pdn.png
The bar under the picture is 100 um long. Pins as bars on the die edge.
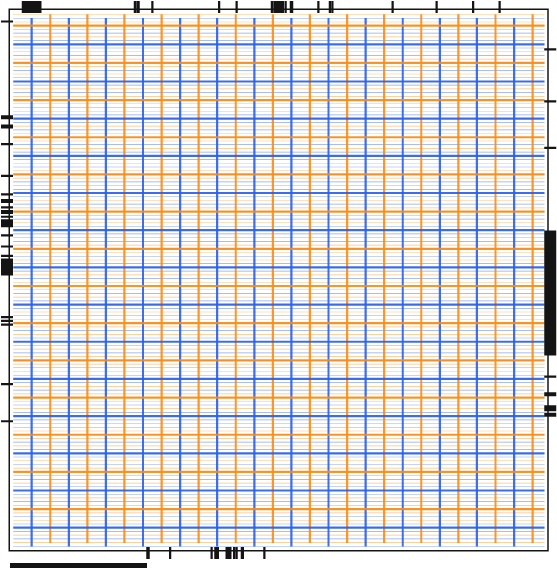
cell_classes.png
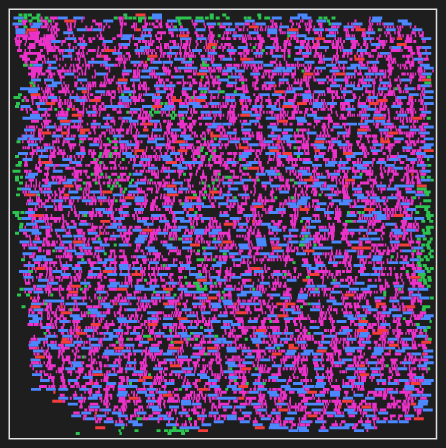
clock_map.png
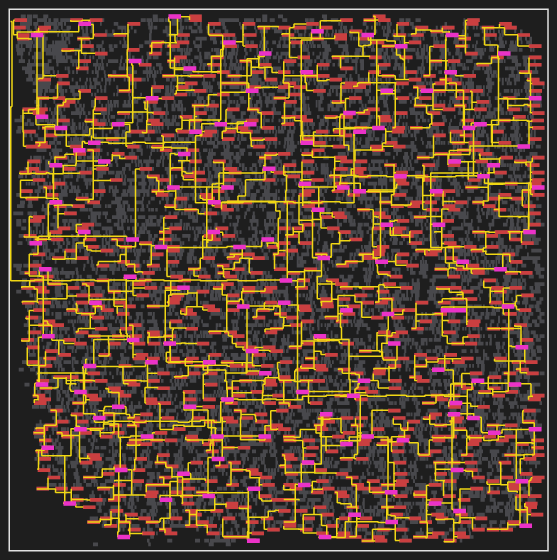
metal_stack.png
The bar under the picture is 100 um long.
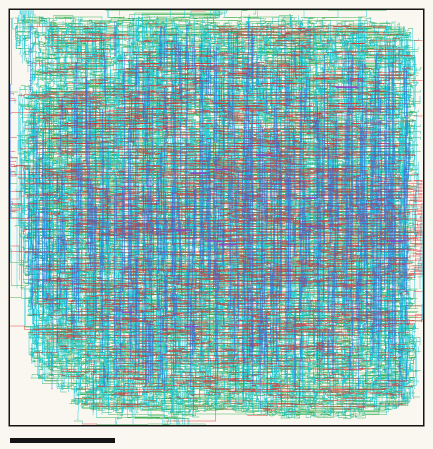
## src/rtl/regfile_pkg.sv

```systemverilog
// Shared types and helpers for the register file slice.
// Build option: REGFILE_BYPASS_EN enables write-through reads.
package regfile_pkg;

    localparam int PKG_ADDR_WIDTH = 5;
    localparam int MAX_REGS = 256;

    typedef logic [PKG_ADDR_WIDTH-1:0] reg_addr_t;
    typedef logic [31:0] reg_data_t;

    localparam reg_addr_t REG_ZERO = '0;

    function automatic logic [8:0] popcount(
        input logic [MAX_REGS-1:0] v
    );
        logic [8:0] c;
        c = '0;
        for (int i = 0; i < MAX_REGS; i++) begin
            c = c + {8'd0, v[i]};
        end
        return c;
    endfunction

endpackage

```

## src/rtl/regfile_scoreboard_if.sv

```systemverilog
// Read, write and claim bundle between pipeline and register file.
// Build option: REGFILE_BYPASS_EN (affects read timing only).
interface regfile_scoreboard_if #(
    parameter int DATA_WIDTH = 32,
    parameter int ADDR_WIDTH = 5,
    parameter int NUM_RD = 2,
    parameter int NUM_WR = 2
);

    logic [NUM_RD-1:0]            rd_en;
    logic [NUM_RD*ADDR_WIDTH-1:0] rd_addr;
    logic [NUM_RD*DATA_WIDTH-1:0] rd_data;
    logic [NUM_RD-1:0]            rd_busy;
    logic [NUM_WR-1:0]            wr_en;
    logic [NUM_WR*ADDR_WIDTH-1:0] wr_addr;
    logic [NUM_WR*DATA_WIDTH-1:0] wr_data;
    logic                         claim_en;
    logic [ADDR_WIDTH-1:0]        claim_addr;
    logic [ADDR_WIDTH:0]          busy_count;
    logic                         any_busy;

    modport master (
        output rd_en, rd_addr, wr_en, wr_addr, wr_data,
        output claim_en, claim_addr,
        input  rd_data, rd_busy, busy_count, any_busy
    );

    modport slave (
        input  rd_en, rd_addr, wr_en, wr_addr, wr_data,
        input  claim_en, claim_addr,
        output rd_data, rd_busy, busy_count, any_busy
    );

endinterface

```

## src/rtl/regfile_scoreboard_bits.sv

```systemverilog
// Per-register busy bits with claim-over-clear priority and a count.
// Build option: REGFILE_BYPASS_EN has no effect here.
module regfile_scoreboard_bits
    import regfile_pkg::*;
#(
    parameter int ADDR_WIDTH = 5,
    parameter int NUM_WR = 2
) (
    input  logic                         clock,
    input  logic                         reset,
    input  logic [NUM_WR-1:0]            wrEn,
    input  logic [NUM_WR*ADDR_WIDTH-1:0] wrAddr,
    input  logic                         claimEn,
    input  logic [ADDR_WIDTH-1:0]        claimAddr,
    output logic [(1<<ADDR_WIDTH)-1:0]   busy,
    output logic [ADDR_WIDTH:0]          busyCount,
    output logic                         anyBusy
);

    localparam int NREGS = 1 << ADDR_WIDTH;

    logic [NREGS-1:0]    busyNext;
    logic [MAX_REGS-1:0] busyWide;
    logic [8:0]          nextCount;

    // Retire on write, then let a same-cycle claim win.
    always_comb begin
        busyNext = busy;
        for (int j = 0; j < NUM_WR; j++) begin
            if (wrEn[j]) begin
                busyNext[wrAddr[j*ADDR_WIDTH +: ADDR_WIDTH]] = 1'b0;
            end
        end
        if (claimEn && claimAddr != ADDR_WIDTH'(REG_ZERO)) begin
            busyNext[claimAddr] = 1'b1;
        end
        busyNext[0] = 1'b0;
    end

    // Count the post-edge busy set so the register lines up with it.
    always_comb begin
        busyWide = '0;
        busyWide[NREGS-1:0] = busyNext;
        nextCount = popcount(busyWide);
    end

    // Busy vector and its population count.
    always_ff @(posedge clock or posedge reset) begin
        if (reset) begin
            busy      <= '0;
            busyCount <= '0;
        end else begin
            busy      <= busyNext;
            busyCount <= (ADDR_WIDTH+1)'(nextCount);
        end
    end

    assign anyBusy = (busyCount != '0);

endmodule

```

## src/rtl/regfile_scoreboard.sv

```systemverilog
// Multi-port register file, r0 hardwired to zero, with busy scoreboard.
// Build option: REGFILE_BYPASS_EN forwards same-cycle writes to reads.
module regfile_scoreboard
    import regfile_pkg::*;
#(
    parameter int DATA_WIDTH = 32,
    parameter int ADDR_WIDTH = 5,
    parameter int NUM_RD = 2,
    parameter int NUM_WR = 2
) (
    input logic clock,
    input logic reset,
    regfile_scoreboard_if.slave bus
);

    localparam int NREGS = 1 << ADDR_WIDTH;
    localparam logic [ADDR_WIDTH-1:0] ZERO = ADDR_WIDTH'(REG_ZERO);

    logic [DATA_WIDTH-1:0]        regs [NREGS];
    logic [NREGS-1:0]             busy;
    logic [NUM_RD*DATA_WIDTH-1:0] rdData;
    logic [NUM_RD-1:0]            rdBusy;
    logic [ADDR_WIDTH-1:0]        ra;
    logic [ADDR_WIDTH-1:0]        wa;
    logic [ADDR_WIDTH:0]          busyCount;
    logic                         anyBusy;

    regfile_scoreboard_bits #(
        .ADDR_WIDTH(ADDR_WIDTH),
        .NUM_WR    (NUM_WR)
    ) u_bits (
        .clock    (clock),
        .reset    (reset),
        .wrEn     (bus.wr_en),
        .wrAddr   (bus.wr_addr),
        .claimEn  (bus.claim_en),
        .claimAddr(bus.claim_addr),
        .busy     (busy),
        .busyCount(busyCount),
        .anyBusy  (anyBusy)
    );

    // Storage; later ports overwrite earlier ones on a collision.
    always_ff @(posedge clock or posedge reset) begin
        if (reset) begin
            for (int i = 0; i < NREGS; i++) begin
                regs[i] <= '0;
            end
        end else begin
            for (int j = 0; j < NUM_WR; j++) begin
                if (bus.wr_en[j] &&
                    bus.wr_addr[j*ADDR_WIDTH +: ADDR_WIDTH] != ZERO) begin
                    regs[bus.wr_addr[j*ADDR_WIDTH +: ADDR_WIDTH]] <=
                        bus.wr_data[j*DATA_WIDTH +: DATA_WIDTH];
                end
            end
        end
    end

    // Combinational read ports; disabled ports and r0 read as zero.
    always_comb begin
        rdData = '0;
        rdBusy = '0;
        ra     = '0;
        wa     = '0;
        for (int i = 0; i < NUM_RD; i++) begin
            ra = bus.rd_addr[i*ADDR_WIDTH +: ADDR_WIDTH];
            if (bus.rd_en[i] && ra != ZERO) begin
                rdData[i*DATA_WIDTH +: DATA_WIDTH] = regs[ra];
                rdBusy[i] = busy[ra];
`ifdef REGFILE_BYPASS_EN
                for (int j = 0; j < NUM_WR; j++) begin
                    wa = bus.wr_addr[j*ADDR_WIDTH +: ADDR_WIDTH];
                    if (bus.wr_en[j] && wa == ra) begin
                        rdData[i*DATA_WIDTH +: DATA_WIDTH] =
                            bus.wr_data[j*DATA_WIDTH +: DATA_WIDTH];
                        rdBusy[i] = bus.claim_en &&
                                    (bus.claim_addr == ra);
                    end
                end
`endif
            end
        end
    end

    assign bus.rd_data    = rdData;
    assign bus.rd_busy    = rdBusy;
    assign bus.busy_count = busyCount;
    assign bus.any_busy   = anyBusy;

endmodule

```

## src/flat_wrapper.sv

```systemverilog
// flat-port wrapper written by rule: the top's interface ports become plain ports
module regfile_scoreboard_flat import regfile_pkg::*;
#(
    parameter int DATA_WIDTH = 32,
    parameter int ADDR_WIDTH = 5,
    parameter int NUM_RD = 2,
    parameter int NUM_WR = 2
)
  (clock, reset, bus_rd_en, bus_rd_addr, bus_wr_en, bus_wr_addr, bus_wr_data, bus_claim_en, bus_claim_addr, bus_rd_data, bus_rd_busy, bus_busy_count, bus_any_busy);
  regfile_scoreboard_if #(.DATA_WIDTH(DATA_WIDTH), .ADDR_WIDTH(ADDR_WIDTH), .NUM_RD(NUM_RD), .NUM_WR(NUM_WR)) bus_i ();
  input logic clock;
  input logic reset;
  input wire logic [$bits(bus_i.rd_en)-1:0] bus_rd_en;
  input wire logic [$bits(bus_i.rd_addr)-1:0] bus_rd_addr;
  input wire logic [$bits(bus_i.wr_en)-1:0] bus_wr_en;
  input wire logic [$bits(bus_i.wr_addr)-1:0] bus_wr_addr;
  input wire logic [$bits(bus_i.wr_data)-1:0] bus_wr_data;
  input wire logic [$bits(bus_i.claim_en)-1:0] bus_claim_en;
  input wire logic [$bits(bus_i.claim_addr)-1:0] bus_claim_addr;
  output wire logic [$bits(bus_i.rd_data)-1:0] bus_rd_data;
  output wire logic [$bits(bus_i.rd_busy)-1:0] bus_rd_busy;
  output wire logic [$bits(bus_i.busy_count)-1:0] bus_busy_count;
  output wire logic [$bits(bus_i.any_busy)-1:0] bus_any_busy;
  assign bus_i.rd_en = bus_rd_en;
  assign bus_i.rd_addr = bus_rd_addr;
  assign bus_i.wr_en = bus_wr_en;
  assign bus_i.wr_addr = bus_wr_addr;
  assign bus_i.wr_data = bus_wr_data;
  assign bus_i.claim_en = bus_claim_en;
  assign bus_i.claim_addr = bus_claim_addr;
  assign bus_rd_data = bus_i.rd_data;
  assign bus_rd_busy = bus_i.rd_busy;
  assign bus_busy_count = bus_i.busy_count;
  assign bus_any_busy = bus_i.any_busy;
  regfile_scoreboard #(.DATA_WIDTH(DATA_WIDTH), .ADDR_WIDTH(ADDR_WIDTH), .NUM_RD(NUM_RD), .NUM_WR(NUM_WR)) u_core (.clock(clock), .reset(reset), .bus(bus_i));
endmodule
```

## config.mk

```make
export PLATFORM = sky130hd
export DESIGN_NAME = regfile_scoreboard_flat
export DESIGN_NICKNAME = d
export VERILOG_FILES = /design/src/rtl/regfile_pkg.sv /design/src/rtl/regfile_scoreboard_if.sv /design/src/rtl/regfile_scoreboard_bits.sv /design/src/rtl/regfile_scoreboard.sv /design/src/flat_wrapper.sv
export SDC_FILE = /design/constraint.sdc
export NUM_CORES = 2
export LEC_CHECK = 0
export ABC_AREA = 1
export CELL_PAD_IN_SITES_DETAIL_PLACEMENT = 0
export CELL_PAD_IN_SITES_GLOBAL_PLACEMENT = 1
export CORE_AREA = 2 2 391 393
export CTS_CLUSTER_DIAMETER = 150
export DETAILED_ROUTE_END_ITERATION = 6
export DIE_AREA = 0 0 393 395
export HOLD_SLACK_MARGIN = 0.1
export PLACE_DENSITY = 0.84
export SETUP_SLACK_MARGIN = 0.4
export SLEW_MARGIN = 20
export SYNTH_ARGS = -nofsm -noshare
export SYNTH_HDL_FRONTEND = slang
export SYNTH_HIERARCHICAL = 1
export SYNTH_SLANG_ARGS = --single-unit
```

## constraint.sdc

```tcl
create_clock -name clock -period 105.6 [get_ports clock]
set_input_delay 21.12 -clock clock [delete_from_list [all_inputs] [get_ports clock]]
set_output_delay 21.12 -clock clock [all_outputs]
set_load 0.1 [all_outputs]
```

==> out/summary.txt <==
Run status = complete, but fails checks
Failing checks = design-rule violations
IO Port Bufs = 168
GRT overflow = 0
Die area = 155,000 um^2
DRT iter0 DRCs = 14.2k
TNS Setup = 0 ns
Crit start category = input port
Post-synthesis cell count = 11.3k
Most used logic cell in the final layout = nand2_1
Top FF cell, synth = dfrtp_1
AND-OR/OR-AND share of the synthesized area = 18.6%
Layout cells sized above 1 = 4.74%
Placed cells = 12.7k
CTS tree = done
# DRC = 1
CP Max Fanout = 136
Internal = 0.000969 W
Finished Cell Area = 78,600 um^2
Arr. time, crit path = 27.62 ns
Latency at later pin = 0.79 ns
Sequential share of power = 36.7%
Yosys Chip Area = 72,100 um^2
Mux frac, synth = 0%
Place WS = 57.35 ns
Core area = 151,000 um^2
Synth cell types = 36
Post-route minimum period = 48.74 ns
Synth area leader = dfrtp_1
Clk_skew = 0.00641 ns
R2r startpoint = u_core/u_bits/busy[6]
Crit-path cells = buf_8 -> buf_4 -> buf_4 -> buf_4 -> buf_4 -> nand2_1 -> o21ai_0 -> nand2_1 -> a21oi_1 -> nor2_1 -> nand2_1 -> nand2_1 -> nor2_1 -> clkdlybuf4s50_1
DP Wirelength = 221,000 um
Total power = 0.00159 W
Pleak = 37.5 nW
Kind of critical path = in2out
Antenna violations before repair = 33
Final GP Congestion = 1.01
Slew Viols, Final = 0
Count of tool warnings = 47
Critical path startpoint = bus_rd_addr[5]
Slowest cell on the critical path = clkdlybuf4s50_1
List of most frequent post-synthesis cells = nand2_1, nand3_1, inv_1
Max Cap Viol = 0
Post-synth seq share = 36.8%
Most flops, register = u_core/regs
Slew headroom = 13.5%
Crit path capture = bus_rd_data[41]
Largest cells by area = dfrtp_1, nand2_1, nand3_1
DP Area = 74,300 um^2
Die W = 393 um
FMAX = 20.5 MHz
Cell count in the Yosys report = 11.3k
Final non-filler cell total = 12.9k
Largest stage delay, worst path = 1.28 ns
Clock group total power = 0.000457 W
Hold Crit Class = reg2reg
Yosys top cell by instances = nand2_1
Post-Synthesis Cell Area = 72,100 um^2
CTS Sinks = 1,061
Combinational gate power = 0.000547 W
Simple Share, Synth = 32.4%
-- pdn.png (at the start) --
Orange stands for VDD. Blue stands for VSS.
169 signal pins sit on the boundary. 28 straps on met4.

-- cell_classes.png (at the start) --
Magenta stands for all other logic, cells 9,206. Red stands for clock drivers and dummy loads, cells 230. Blue stands for flops, cells 1,061. Green stands for other buffers and delay cells, cells 378.
Final Util: 52.0%
row cnt: 143

-- clock_map.png (at the start) --
Red stands for flip-flops, count 1,061. Yellow stands for clock wires, length 16,800 um. Magenta stands for cells driving clock nets, count 135.
There are 136 routed clock nets. Position of the flops: spread over the die.

-- metal_stack.png (at the start) --
Green stands for met1, wire length 137 mm. Red stands for met3, wire length 58.4 mm. Blue stands for met4, wire length 35.6 mm. Purple stands for met5, wire length 155 um. Cyan stands for met2, wire length 149 mm.
drt total wl: 381,000 um
Global Route Usage Sum: 48.0%
via count: 83.1k
wire per inst: 29.4 um

[area by class of cell]
type	count	area [um^2]	area share, %
Sequential cell	1061	26600	33.8
Clock buffer	205	3950	5.03
Antenna cell	28	70.1	0.0892
Inverter	1116	4230	5.39
Clock inverter	25	201	0.256
Multi-Input combinational cell	8090	37700	48.0
Tap cell	2030	2540	3.23
Timing Repair Buffer	378	3310	4.22
[layer usage]
metal | global-route usage, % | vias to the layer above | routed length (um)
li1 | - | 35500 | -
met1 | 61.7 | 38900 | 137000
met2 | 65.2 | 6997 | 149000
met3 | 17.0 | 1715 | 58400
met4 | 36.5 | 24 | 35600
met5 | 0.721 | - | 154
[worst max-delay path: cells and delay by family]
kind | cells | cell delay, ns
buffers and inverters | 6 | 4.94
AND/OR/NAND/NOR | 6 | 0.98
AND-OR/OR-AND | 2 | 0.25
Power is estimated from default activity; no workload was simulated.
